<file path="src/rtl/rv_multicycle_controller.sv">
// Multicycle RV32I control FSM driving a shared-memory datapath (unified memory port).
// Optional M-extension handshake (MULDIV state, md_start/md_done) enabled by `define RV_MULDIV_EN.
module rv_multicycle_controller #(
    parameter int ALU_CTRL_W   = 4,
    parameter int WAIT_TIMEOUT = 0
) (
    input  logic                  clk,
    input  logic                  rst_n,
    input  logic [6:0]            opcode,
    input  logic [2:0]            funct3,
    input  logic [6:0]            funct7,
    input  logic                  alu_zero,
    input  logic                  alu_lt,
    input  logic                  alu_ltu,
    input  logic                  mem_ready,
    output logic                  mem_req,
    output logic                  mem_write,
    output logic                  adr_src,
    output logic                  ir_write,
    output logic                  pc_write,
    output logic                  reg_write,
    output logic [1:0]            alu_src_a,
    output logic [1:0]            alu_src_b,
    output logic [2:0]            imm_src,
    output logic [1:0]            result_src,
    output logic [ALU_CTRL_W-1:0] alu_ctrl,
    output logic                  instr_done,
    output logic                  illegal_instr,
`ifdef RV_MULDIV_EN
    output logic                  md_start,
    input  logic                  md_done,
`endif
    output logic                  mem_fault
);

    localparam logic [6:0] OP_LOAD   = 7'b0000011;
    localparam logic [6:0] OP_STORE  = 7'b0100011;
    localparam logic [6:0] OP_R      = 7'b0110011;
    localparam logic [6:0] OP_IMM    = 7'b0010011;
    localparam logic [6:0] OP_BRANCH = 7'b1100011;
    localparam logic [6:0] OP_JAL    = 7'b1101111;
    localparam logic [6:0] OP_JALR   = 7'b1100111;
    localparam logic [6:0] OP_LUI    = 7'b0110111;
    localparam logic [6:0] OP_AUIPC  = 7'b0010111;

    localparam logic [6:0] F7_BASE   = 7'b0000000;
    localparam logic [6:0] F7_ALT    = 7'b0100000;
`ifdef RV_MULDIV_EN
    localparam logic [6:0] F7_MULDIV = 7'b0000001;
`endif

    localparam logic [3:0] ALU_ADD  = 4'd0;
    localparam logic [3:0] ALU_SUB  = 4'd1;
    localparam logic [3:0] ALU_AND  = 4'd2;
    localparam logic [3:0] ALU_OR   = 4'd3;
    localparam logic [3:0] ALU_XOR  = 4'd4;
    localparam logic [3:0] ALU_SLT  = 4'd5;
    localparam logic [3:0] ALU_SLTU = 4'd6;
    localparam logic [3:0] ALU_SLL  = 4'd7;
    localparam logic [3:0] ALU_SRL  = 4'd8;
    localparam logic [3:0] ALU_SRA  = 4'd9;

    localparam logic [2:0] IMM_I = 3'b000;
    localparam logic [2:0] IMM_S = 3'b001;
    localparam logic [2:0] IMM_B = 3'b010;
    localparam logic [2:0] IMM_U = 3'b011;
    localparam logic [2:0] IMM_J = 3'b100;

    localparam int              CNT_W      = (WAIT_TIMEOUT > 0) ? $clog2(WAIT_TIMEOUT + 1) : 1;
    localparam logic            TIMEOUT_EN = (WAIT_TIMEOUT > 0);
    localparam logic [CNT_W-1:0] CNT_LIMIT = CNT_W'(WAIT_TIMEOUT);

    typedef enum logic [3:0] {
        S_FETCH  = 4'd0,
        S_DECODE = 4'd1,
        S_MEMADR = 4'd2,
        S_MEMRD  = 4'd3,
        S_MEMWB  = 4'd4,
        S_MEMWR  = 4'd5,
        S_EXEC_R = 4'd6,
        S_EXEC_I = 4'd7,
        S_ALUWB  = 4'd8,
        S_BRANCH = 4'd9,
        S_JAL    = 4'd10,
        S_JALR   = 4'd11,
        S_LUI    = 4'd12,
        S_AUIPC  = 4'd13,
        S_MULDIV = 4'd14
    } state_e;

    function automatic logic [3:0] arith_op(input logic [2:0] f3, input logic alt);
        logic [3:0] op;
        case (f3)
            3'b000:  op = alt ? ALU_SUB : ALU_ADD;
            3'b001:  op = ALU_SLL;
            3'b010:  op = ALU_SLT;
            3'b011:  op = ALU_SLTU;
            3'b100:  op = ALU_XOR;
            3'b101:  op = alt ? ALU_SRA : ALU_SRL;
            3'b110:  op = ALU_OR;
            3'b111:  op = ALU_AND;
            default: op = ALU_ADD;
        endcase
        return op;
    endfunction

    function automatic logic [3:0] branch_op(input logic [2:0] f3);
        logic [3:0] op;
        case (f3[2:1])
            2'b00:   op = ALU_SUB;
            2'b10:   op = ALU_SLT;
            2'b11:   op = ALU_SLTU;
            default: op = ALU_SUB;
        endcase
        return op;
    endfunction

    function automatic logic branch_taken(input logic [2:0] f3, input logic z,
                                          input logic lt, input logic ltu);
        logic cond;
        case (f3[2:1])
            2'b00:   cond = z;
            2'b10:   cond = lt;
            2'b11:   cond = ltu;
            default: cond = 1'b0;
        endcase
        return cond ^ f3[0];
    endfunction

    function automatic logic funct_legal(input logic [6:0] op, input logic [2:0] f3,
                                         input logic [6:0] f7);
        logic ok;
        case (op)
            OP_LOAD, OP_STORE, OP_JAL, OP_JALR, OP_LUI, OP_AUIPC: ok = 1'b1;
            OP_R: begin
                if (f7 == F7_BASE) begin
                    ok = 1'b1;
                end else if (f7 == F7_ALT) begin
                    ok = (f3 == 3'b000) || (f3 == 3'b101);
`ifdef RV_MULDIV_EN
                end else if (f7 == F7_MULDIV) begin
                    ok = 1'b1;
`endif
                end else begin
                    ok = 1'b0;
                end
            end
            OP_IMM: begin
                case (f3)
                    3'b001:  ok = (f7 == F7_BASE);
                    3'b101:  ok = (f7 == F7_BASE) || (f7 == F7_ALT);
                    default: ok = 1'b1;
                endcase
            end
            OP_BRANCH: ok = (f3 != 3'b010) && (f3 != 3'b011);
            default:   ok = 1'b0;
        endcase
        return ok;
    endfunction

    state_e            state_q, state_d;
    logic [CNT_W-1:0]  cnt_q, cnt_d;
    logic              illegal_q, illegal_d;
    logic              fault_q, fault_d;
    logic              wait_state_s;
    logic              ready_s;
    logic              timed_out_s;
    logic              handshake_s;
    logic [3:0]        alu_op_s;
`ifdef RV_MULDIV_EN
    logic              md_first_q, md_first_d;

    assign wait_state_s = (state_q == S_FETCH) || (state_q == S_MEMRD) ||
                          (state_q == S_MEMWR) || (state_q == S_MULDIV);
    assign ready_s      = (state_q == S_MULDIV) ? md_done : mem_ready;
`else
    assign wait_state_s = (state_q == S_FETCH) || (state_q == S_MEMRD) || (state_q == S_MEMWR);
    assign ready_s      = mem_ready;
`endif

    // A wait that has used up its budget ignores any late ready and returns to FETCH.
    assign timed_out_s = TIMEOUT_EN && wait_state_s && (cnt_q == CNT_LIMIT);
    assign handshake_s = wait_state_s && ready_s && !timed_out_s;
    assign alu_ctrl    = ALU_CTRL_W'(alu_op_s);

    // State register, wait counter and sticky flags.
    always_ff @(posedge clk or negedge rst_n) begin
        if (!rst_n) begin
            state_q    <= S_FETCH;
            cnt_q      <= {CNT_W{1'b0}};
            illegal_q  <= 1'b0;
            fault_q    <= 1'b0;
`ifdef RV_MULDIV_EN
            md_first_q <= 1'b0;
`endif
        end else begin
            state_q    <= state_d;
            cnt_q      <= cnt_d;
            illegal_q  <= illegal_d;
            fault_q    <= fault_d;
`ifdef RV_MULDIV_EN
            md_first_q <= md_first_d;
`endif
        end
    end

    // Next-state, wait counter and sticky flag update.
    always_comb begin
        state_d   = state_q;
        illegal_d = illegal_q;
        fault_d   = fault_q;
        cnt_d     = {CNT_W{1'b0}};
        if (timed_out_s) begin
            state_d = S_FETCH;
        end else begin
            case (state_q)
                S_FETCH:  state_d = handshake_s ? S_DECODE : S_FETCH;
                S_DECODE: begin
                    if (!funct_legal(opcode, funct3, funct7)) begin
                        illegal_d = 1'b1;
                        state_d   = S_FETCH;
                    end else begin
                        case (opcode)
                            OP_LOAD, OP_STORE: state_d = S_MEMADR;
`ifdef RV_MULDIV_EN
                            OP_R:      state_d = (funct7 == F7_MULDIV) ? S_MULDIV : S_EXEC_R;
`else
                            OP_R:      state_d = S_EXEC_R;
`endif
                            OP_IMM:    state_d = S_EXEC_I;
                            OP_BRANCH: state_d = S_BRANCH;
                            OP_JAL:    state_d = S_JAL;
                            OP_JALR:   state_d = S_JALR;
                            OP_LUI:    state_d = S_LUI;
                            OP_AUIPC:  state_d = S_AUIPC;
                            default:   state_d = S_FETCH;
                        endcase
                    end
                end
                S_MEMADR: state_d = (opcode == OP_STORE) ? S_MEMWR : S_MEMRD;
                S_MEMRD:  state_d = handshake_s ? S_MEMWB : S_MEMRD;
                S_MEMWB:  state_d = S_FETCH;
                S_MEMWR:  state_d = handshake_s ? S_FETCH : S_MEMWR;
                S_EXEC_R, S_EXEC_I, S_JAL, S_JALR, S_LUI, S_AUIPC: state_d = S_ALUWB;
                S_ALUWB:  state_d = S_FETCH;
                S_BRANCH: state_d = S_FETCH;
`ifdef RV_MULDIV_EN
                S_MULDIV: state_d = handshake_s ? S_ALUWB : S_MULDIV;
`endif
                default:  state_d = S_FETCH;
            endcase
        end
        // The fault becomes visible in the same cycle that the request is dropped.
        if (TIMEOUT_EN && wait_state_s && !ready_s && !timed_out_s) begin
            cnt_d = cnt_q + CNT_W'(1);
            if (cnt_d == CNT_LIMIT) begin
                fault_d = 1'b1;
            end else begin
                fault_d = fault_q;
            end
        end else begin
            cnt_d = {CNT_W{1'b0}};
        end
    end

`ifdef RV_MULDIV_EN
    assign md_first_d = (state_d == S_MULDIV) && (state_q != S_MULDIV);
`endif

    // Control decode; everything idles at 0 while reset is held or after a timeout.
    always_comb begin
        mem_req       = 1'b0;
        mem_write     = 1'b0;
        adr_src       = 1'b0;
        ir_write      = 1'b0;
        pc_write      = 1'b0;
        reg_write     = 1'b0;
        alu_src_a     = 2'b00;
        alu_src_b     = 2'b00;
        imm_src       = IMM_I;
        result_src    = 2'b00;
        alu_op_s      = ALU_ADD;
        instr_done    = 1'b0;
        illegal_instr = illegal_q;
        mem_fault     = fault_q;
`ifdef RV_MULDIV_EN
        md_start      = 1'b0;
`endif
        if (rst_n && !timed_out_s) begin
            case (state_q)
                S_FETCH: begin
                    mem_req    = 1'b1;
                    alu_src_b  = 2'b10;
                    result_src = 2'b10;
                    ir_write   = handshake_s;
                    pc_write   = handshake_s;
                end
                S_DECODE: begin
                    alu_src_a = 2'b01;
                    alu_src_b = 2'b01;
                    imm_src   = IMM_B;
                end
                S_MEMADR: begin
                    alu_src_a = 2'b10;
                    alu_src_b = 2'b01;
                    imm_src   = (opcode == OP_STORE) ? IMM_S : IMM_I;
                end
                S_MEMRD: begin
                    mem_req = 1'b1;
                    adr_src = 1'b1;
                end
                S_MEMWB: begin
                    reg_write  = 1'b1;
                    result_src = 2'b01;
                    instr_done = 1'b1;
                end
                S_MEMWR: begin
                    mem_req    = 1'b1;
                    mem_write  = 1'b1;
                    adr_src    = 1'b1;
                    instr_done = handshake_s;
                end
                S_EXEC_R: begin
                    alu_src_a = 2'b10;
                    alu_op_s  = arith_op(funct3, funct7[5]);
                end
                S_EXEC_I: begin
                    alu_src_a = 2'b10;
                    alu_src_b = 2'b01;
                    alu_op_s  = arith_op(funct3, (funct3 == 3'b101) && funct7[5]);
                end
                S_ALUWB: begin
                    reg_write  = 1'b1;
                    instr_done = 1'b1;
`ifdef RV_MULDIV_EN
                    result_src = ((opcode == OP_R) && (funct7 == F7_MULDIV)) ? 2'b10 : 2'b00;
`endif
                end
                S_BRANCH: begin
                    alu_src_a  = 2'b10;
                    alu_op_s   = branch_op(funct3);
                    pc_write   = branch_taken(funct3, alu_zero, alu_lt, alu_ltu);
                    instr_done = 1'b1;
                end
                S_JAL: begin
                    alu_src_a = 2'b01;
                    alu_src_b = 2'b10;
                    imm_src   = IMM_J;
                    pc_write  = 1'b1;
                end
                S_JALR: begin
                    alu_src_a  = 2'b10;
                    alu_src_b  = 2'b01;
                    pc_write   = 1'b1;
                    result_src = 2'b10;
                end
                S_LUI: begin
                    alu_src_a = 2'b11;
                    alu_src_b = 2'b01;
                    imm_src   = IMM_U;
                end
                S_AUIPC: begin
                    alu_src_a = 2'b01;
                    alu_src_b = 2'b01;
                    imm_src   = IMM_U;
                end
`ifdef RV_MULDIV_EN
                S_MULDIV: begin
                    alu_src_a = 2'b10;
                    md_start  = md_first_q;
                end
`endif
                default: begin
                    mem_req = 1'b0;
                end
            endcase
        end else begin
            mem_req = 1'b0;
        end
    end

endmodule

</file>
<file path="config.mk">
export PLATFORM = sky130hd
export DESIGN_NAME = rv_multicycle_controller
export DESIGN_NICKNAME = d
export VERILOG_FILES = /design/src/rtl/rv_multicycle_controller.sv
export SDC_FILE = /design/constraint.sdc
export NUM_CORES = 1
export LEC_CHECK = 0
export CAP_MARGIN = 20
export CORE_ASPECT_RATIO = 1.1
export CORE_MARGIN = 2
export CORE_UTILIZATION = 30
export DETAILED_ROUTE_END_ITERATION = 10
export GPL_ROUTABILITY_DRIVEN = 0
export GPL_TIMING_DRIVEN = 1
export PLACE_DENSITY_LB_ADDON = 0.08
export SLEW_MARGIN = 20
export SYNTH_ARGS = -nofsm -noshare
export SYNTH_HDL_FRONTEND = slang
export SYNTH_SLANG_ARGS = --single-unit
</file>
<file path="constraint.sdc">
create_clock -name clk -period 2.2 [get_ports clk]
set_input_delay 0.22 -clock clk [delete_from_list [all_inputs] [get_ports clk]]
set_output_delay 0.22 -clock clk [all_outputs]
set_load 0.02 [all_outputs]
</file>
Fig. 1: run 1, M1 wires
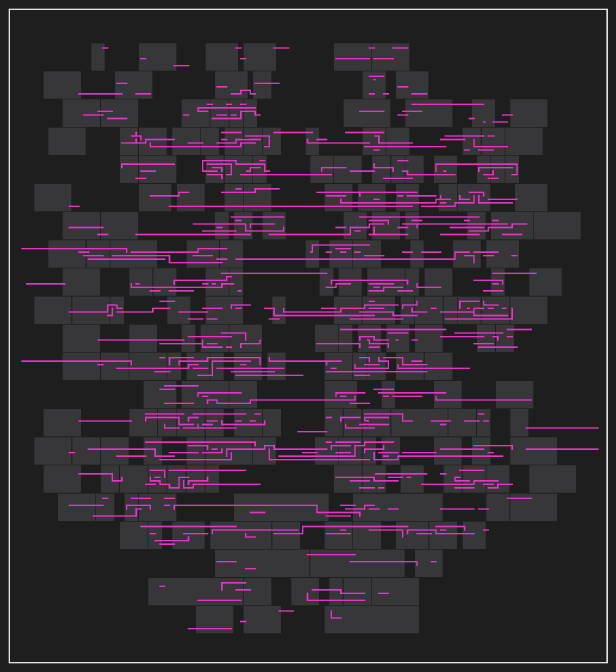
main direction: horizontal
longest straight run: 23.5 um
detailed-route via count: 1311
met1 demand-to-capacity share in global routing: 0.209

Fig. 2: run 1, signal wires on met2
Scale bar: 20 um.
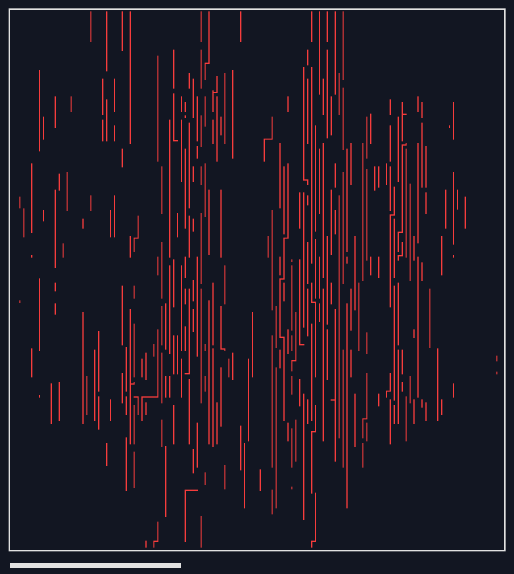
nets with wire on the layer: 206
share of all routed wire: 53%
main direction: vertical
wire length on this layer: 1610 um

Fig. 3: run 1, the metal 3 layer
Scale bar: 20 um.
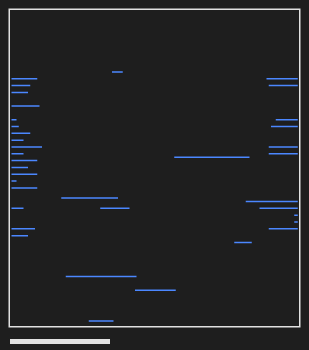
wire length on this layer: 177 um
nets with wire on the layer: 36
longest straight run: 14.7 um
met3 GRT Util: 0.0269
total detailed-routing wirelength: 3.03 mm

==> flow.log, run 1 <==
[metrics] run summary
[metrics] result of the run: completed
[metrics] arrival time worst endpoint: 1890 ps
[metrics] syn avg cell area: 6.64 sq um
[metrics] root buffer cell: clkbuf_4
[metrics] number of enable-type register cells in the synthesized netlist: 0
[metrics] critical path launch point: state_q[3]$_DFF_PN0_
[metrics] number of primary I/O pins: 45
[metrics] highest signal layer in the routed design: met3
[metrics] final-report setup violation count: 0
[metrics] worst slack at placement: -232 ps
[metrics] MUX share of area: 0.0329
[metrics] chip area from the yosys synthesis statistics: 950 sq um
[metrics] worst setup slack for register-to-register paths: 400 ps
[metrics] detailed-routed wire length on met2: 1.61 mm
[metrics] Seq pwr share: 0.231
[metrics] fin crit share: 0.959
[metrics] worst reg-to-reg path cell count: 6
[metrics] non-filler cells in the finished layout: 247
[metrics] nonclk buf count: 78
[metrics] clock buffer count in the final layout: 4
[metrics] portion of the post-synthesis area used by sequential elements: 0.132
[metrics] net load switching power: 145 uW
[metrics] core footprint: 3020 sq um
[metrics] port bufs: 43
[metrics] area overhead of the layout relative to synthesis: 75.0%
[metrics] yosys aoi share: 0.258
[metrics] Post-Synth Adder-Cell Area: 0
[metrics] combinational fraction of the cell area: 0.455
[metrics] met1 WL: 1.24 mm
[metrics] total iterations of the first detailed-routing run: 4
[metrics] clock input transition at the sequential cells of the worst setup and hold paths: 40 ps
[metrics] placed instance area: 1620 sq um
[metrics] multi-input gate area in the final layout: 756 sq um
[metrics] XOR/XNOR share of the synthesized area: 0.0369
[metrics] final sequential cell count: 5
[metrics] Iter 0 DRT Violations: 32
[metrics] combinational cell fraction of total power: 0.528
[metrics] Critical Path, Cell by Cell: nor2b_1 -> or2_2 -> and3_1 -> clkdlybuf4s50_1
[metrics] number of sinks driven by the clock tree: 5
[metrics] total die size: 3630 sq um
[metrics] share of async-settable or async-resettable flops after synthesis: 1.00
[metrics] min Tclk post-route: 2110 ps
[metrics] Synth area leader: dfrtp_1
[metrics] required time reported for the critical path endpoint: 1980 ps
[metrics] critical path buffer and inverter count: 1
[metrics] Resized cells post-CTS: 10
[metrics] synthesis-stage register bit count: 5
[metrics] power per cell area: 259 nW/um^2
[metrics] area share of and/or/nand/nor cells after synthesis: 0.455
[metrics] sum of met3 wire segment lengths after detailed routing: 177 um
[metrics] Post-DP HPWL: 2.60 mm
[metrics] Layout Utilization: 0.550
[metrics] share of final-layout standard cells stronger than drive strength 1: 0.235
[metrics] nature of the critical path startpoint: flip-flop
[metrics] kind of cell adding the most delay to the critical path: simple AND/OR/NAND/NOR gates
[metrics] average routed wire per standard cell: 12.3 um
[metrics] final hold viol count: 0
[metrics] Combinational Power: 227 uW
[metrics] Filler Cells Inserted: 295
[metrics] final worst setup slack: 90.4 ps
[metrics] number of cells in the yosys synthesis report: 143
[metrics] sort of element at the end of the critical path: primary output
[metrics] TritonCTS clock tree: yes
[metrics] all-layer global routing usage: 0.175
[metrics] most common library cell in the layout ignoring fill and taps: buf_4
[metrics] Critical Path Max Stage Delay: 530 ps
[metrics] Mapped Nets: 166
[metrics] highest-power group: combinational logic
[metrics] register with the highest flop count: state_q
[metrics] sequential power: 99.4 uW
[metrics] pin count of the biggest net entering global routing: 10
[metrics] final max-slew violation count: 0
[metrics] setup_tns: 0 ps
[metrics] highest-count cells in the layout ignoring fill and taps: buf_4 (35), clkdlybuf4s50_1 (27), nor2_1 (16), a21oi_1 (16), nand2_1 (12)
[metrics] stages on the worst setup path: 4
[metrics] clock-net power: 104 uW
[metrics] critical-path maximum fanout: 7
[metrics] Total Power: 431 uW
[metrics] max reg flops: 4
[metrics] internal power: 286 uW
[metrics] RSZ-0062 raised after global routing: no
[metrics] Leak: 0.877 nW
[metrics] final antenna-violating net count: 0
[metrics] top achievable clock speed: 474 MHz
[metrics] vertical die dimension: 63.0 um
[metrics] number of rows created at floorplan: 21
[metrics] number of unique standard cell types used by synthesis: 43
[metrics] most utilized layer in the global route result: met2
[metrics] global-route wire length before repair: 5.22 mm
[metrics] number of antenna cells inserted: 0
==> run 2: changes to the inputs <==
--- a/config.mk
+++ b/config.mk
@@ -10,3 +10,3 @@
 export CORE_MARGIN = 2
-export CORE_UTILIZATION = 30
+export CORE_UTILIZATION = 41
 export DETAILED_ROUTE_END_ITERATION = 10
==> constraint.sdc (replaced) <==
create_clock -name clk -period 2.2 [get_ports clk]
set_input_delay 0.33 -clock clk [delete_from_list [all_inputs] [get_ports clk]]
set_output_delay 0.33 -clock clk [all_outputs]
set_load 0.02 [all_outputs]
Fig. 4: run 2, clock wiring as the flow saved it
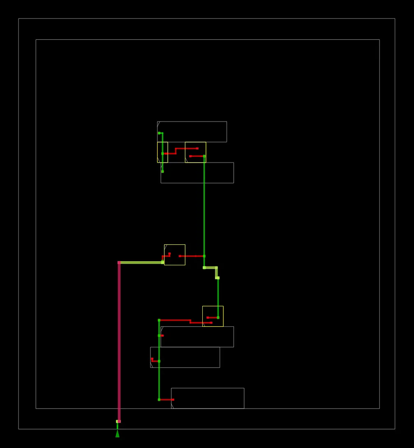
number of sinks driven by the clock tree: 5
clock buffer count in the final layout: 4
Max Clock Skew: 3.48 ps

Fig. 5: run 2, M1 wires
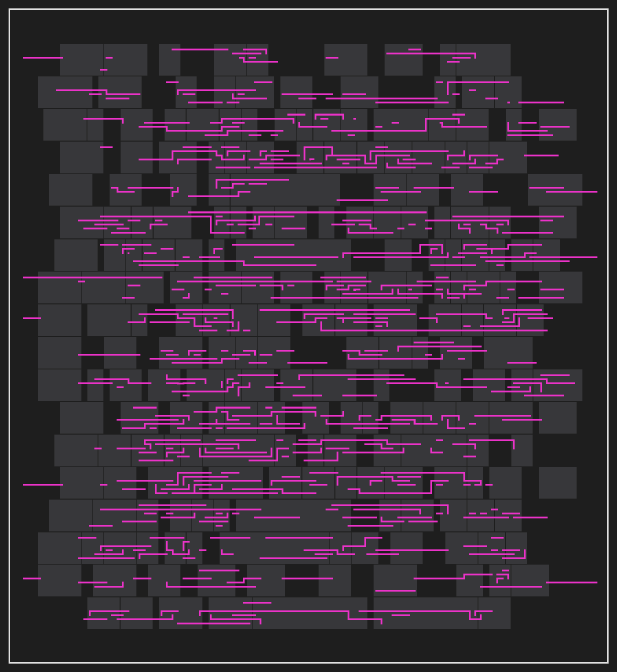
nets with wire on the layer: 209
wire length on this layer: 1360 um
share of all routed wire: 40%

==> run 2 against run 1 <==
Effect of this change: design area rose by 4.5%; sequential cell count unchanged; clock skew decreased by 1.1 ps; critical path type unchanged; highest routed layer is now met4.
==> flow.log, run 2 <==
[metrics] run summary
[metrics] number of unique standard cell types used by synthesis: 43 (unchanged)
[metrics] portion of the post-synthesis area used by sequential elements: 0.132 (unchanged)
[metrics] max reg flops: 4 (unchanged)
[metrics] TritonCTS clock tree: yes (unchanged)
[metrics] kind of cell adding the most delay to the critical path: buffers and inverters (was simple AND/OR/NAND/NOR gates)
[metrics] total die size: 2720 sq um (was 3630 sq um)
[metrics] vertical die dimension: 54.5 um (was 63.0 um)
[metrics] Layout Utilization: 0.779 (was 0.550)
[metrics] pin count of the biggest net entering global routing: 10 (unchanged)
[metrics] Total Power: 452 uW (was 431 uW)
[metrics] sequential cell area share: 0.0742 (was 0.0753)
[metrics] RSZ-0062 raised after global routing: no (unchanged)
[metrics] final-report setup violation count: 0 (unchanged)
[metrics] combinational cell fraction of total power: 0.541 (was 0.528)
[metrics] number of primary I/O pins: 45 (unchanged)
[metrics] result of the run: completed (unchanged)
[metrics] final sequential cell count: 5 (unchanged)
[metrics] area share of and/or/nand/nor cells after synthesis: 0.455 (unchanged)
[metrics] final max-slew violation count: 0 (unchanged)
[metrics] Synth area leader: dfrtp_1 (unchanged)
[metrics] Leak: 0.882 nW (was 0.877 nW)
[metrics] worst reg-to-reg path cell count: 6 (unchanged)
[metrics] chip area from the yosys synthesis statistics: 950 sq um (unchanged)
[metrics] highest signal layer in the routed design: met4 (was met3)
[metrics] critical path buffer and inverter count: 2 (was 1)
[metrics] met1 demand-to-capacity share in global routing: 0.279 (was 0.209)
[metrics] power per cell area: 260 nW/um^2 (was 259 nW/um^2)
[metrics] sum of met3 wire segment lengths after detailed routing: 170 um (was 177 um)
[metrics] all-layer global routing usage: 0.265 (was 0.175)
[metrics] Post-DP HPWL: 2.77 mm (was 2.60 mm)
[metrics] yosys aoi share: 0.258 (unchanged)
[metrics] fin crit share: 0.972 (was 0.959)
[metrics] clock input transition at the sequential cells of the worst setup and hold paths: 40 ps (about the same)
[metrics] nature of the critical path startpoint: flip-flop (unchanged)
[metrics] core footprint: 2230 sq um (was 3020 sq um)
[metrics] root buffer cell: clkbuf_4 (unchanged)
[metrics] final hold viol count: 0 (unchanged)
[metrics] most common library cell in the layout ignoring fill and taps: buf_4 (unchanged)
[metrics] total detailed-routing wirelength: 3.43 mm (was 3.03 mm)
[metrics] sort of element at the end of the critical path: primary output (unchanged)
[metrics] Iter 0 DRT Violations: 40 (was 32)
[metrics] net load switching power: 157 uW (was 145 uW)
[metrics] highest-power group: combinational logic (unchanged)
[metrics] non-filler cells in the finished layout: 255 (was 247)
[metrics] global-route wire length before repair: 5.53 mm (was 5.22 mm)
[metrics] Critical Path Max Stage Delay: 450 ps (was 530 ps)
[metrics] number of enable-type register cells in the synthesized netlist: 0 (unchanged)
[metrics] arrival time worst endpoint: 1810 ps (was 1890 ps)
[metrics] met1 WL: 1.36 mm (was 1.24 mm)
[metrics] combinational fraction of the cell area: 0.444 (was 0.455)
[metrics] detailed-routed wire length on met2: 1.84 mm (was 1.61 mm)
[metrics] share of final-layout standard cells stronger than drive strength 1: 0.320 (was 0.235)
[metrics] area overhead of the layout relative to synthesis: 82.9% (was 75.0%)
[metrics] total iterations of the first detailed-routing run: 4 (unchanged)
[metrics] number of cells in the yosys synthesis report: 143 (unchanged)
[metrics] required time reported for the critical path endpoint: 1870 ps (was 1980 ps)
[metrics] most utilized layer in the global route result: met2 (unchanged)
[metrics] placed instance area: 1700 sq um (was 1620 sq um)
[metrics] number of rows created at floorplan: 18 (was 21)
[metrics] sequential power: 101 uW (was 99.4 uW)
[metrics] met3 GRT Util: 0.0301 (was 0.0269)
[metrics] multi-input gate area in the final layout: 771 sq um (was 756 sq um)
[metrics] port bufs: 43 (unchanged)
[metrics] critical-path maximum fanout: 7 (unchanged)
[metrics] Filler Cells Inserted: 163 (was 295)
[metrics] Seq pwr share: 0.224 (was 0.231)
[metrics] Resized cells post-CTS: 24 (was 10)
[metrics] MUX share of area: 0.0329 (unchanged)
[metrics] nonclk buf count: 90 (was 78)
[metrics] final worst setup slack: 62.7 ps (was 90.4 ps)
[metrics] synthesis-stage register bit count: 5 (unchanged)
[metrics] Critical Path, Cell by Cell: buf_4 -> nor3_1 -> a21oi_1 -> a221oi_1 -> clkdlybuf4s15_1 (was nor2b_1 -> or2_2 -> and3_1 -> clkdlybuf4s50_1)
[metrics] top achievable clock speed: 468 MHz (was 474 MHz)
[metrics] Combinational Power: 244 uW (was 227 uW)
[metrics] internal power: 295 uW (was 286 uW)
[metrics] worst setup slack for register-to-register paths: 290 ps (was 400 ps)
[metrics] worst slack at placement: -439 ps (was -232 ps)
[metrics] XOR/XNOR share of the synthesized area: 0.0369 (unchanged)
[metrics] min Tclk post-route: 2140 ps (was 2110 ps)
[metrics] stages on the worst setup path: 5 (was 4)
[metrics] clock-net power: 106 uW (was 104 uW)
[metrics] register with the highest flop count: state_q (unchanged)
[metrics] critical path launch point: state_q[0]$_DFF_PN0_ (was state_q[3]$_DFF_PN0_)
[metrics] share of async-settable or async-resettable flops after synthesis: 1.00 (unchanged)
[metrics] highest-count cells in the layout ignoring fill and taps: buf_4 (47), clkdlybuf4s50_1 (23), a21oi_1 (16), nor2_1 (15), nand2_1 (12) (was buf_4 (35), clkdlybuf4s50_1 (27), nor2_1 (16), a21oi_1 (16), nand2_1 (12))
Power figures rest on the tool's default switching activity, not on a simulated workload.
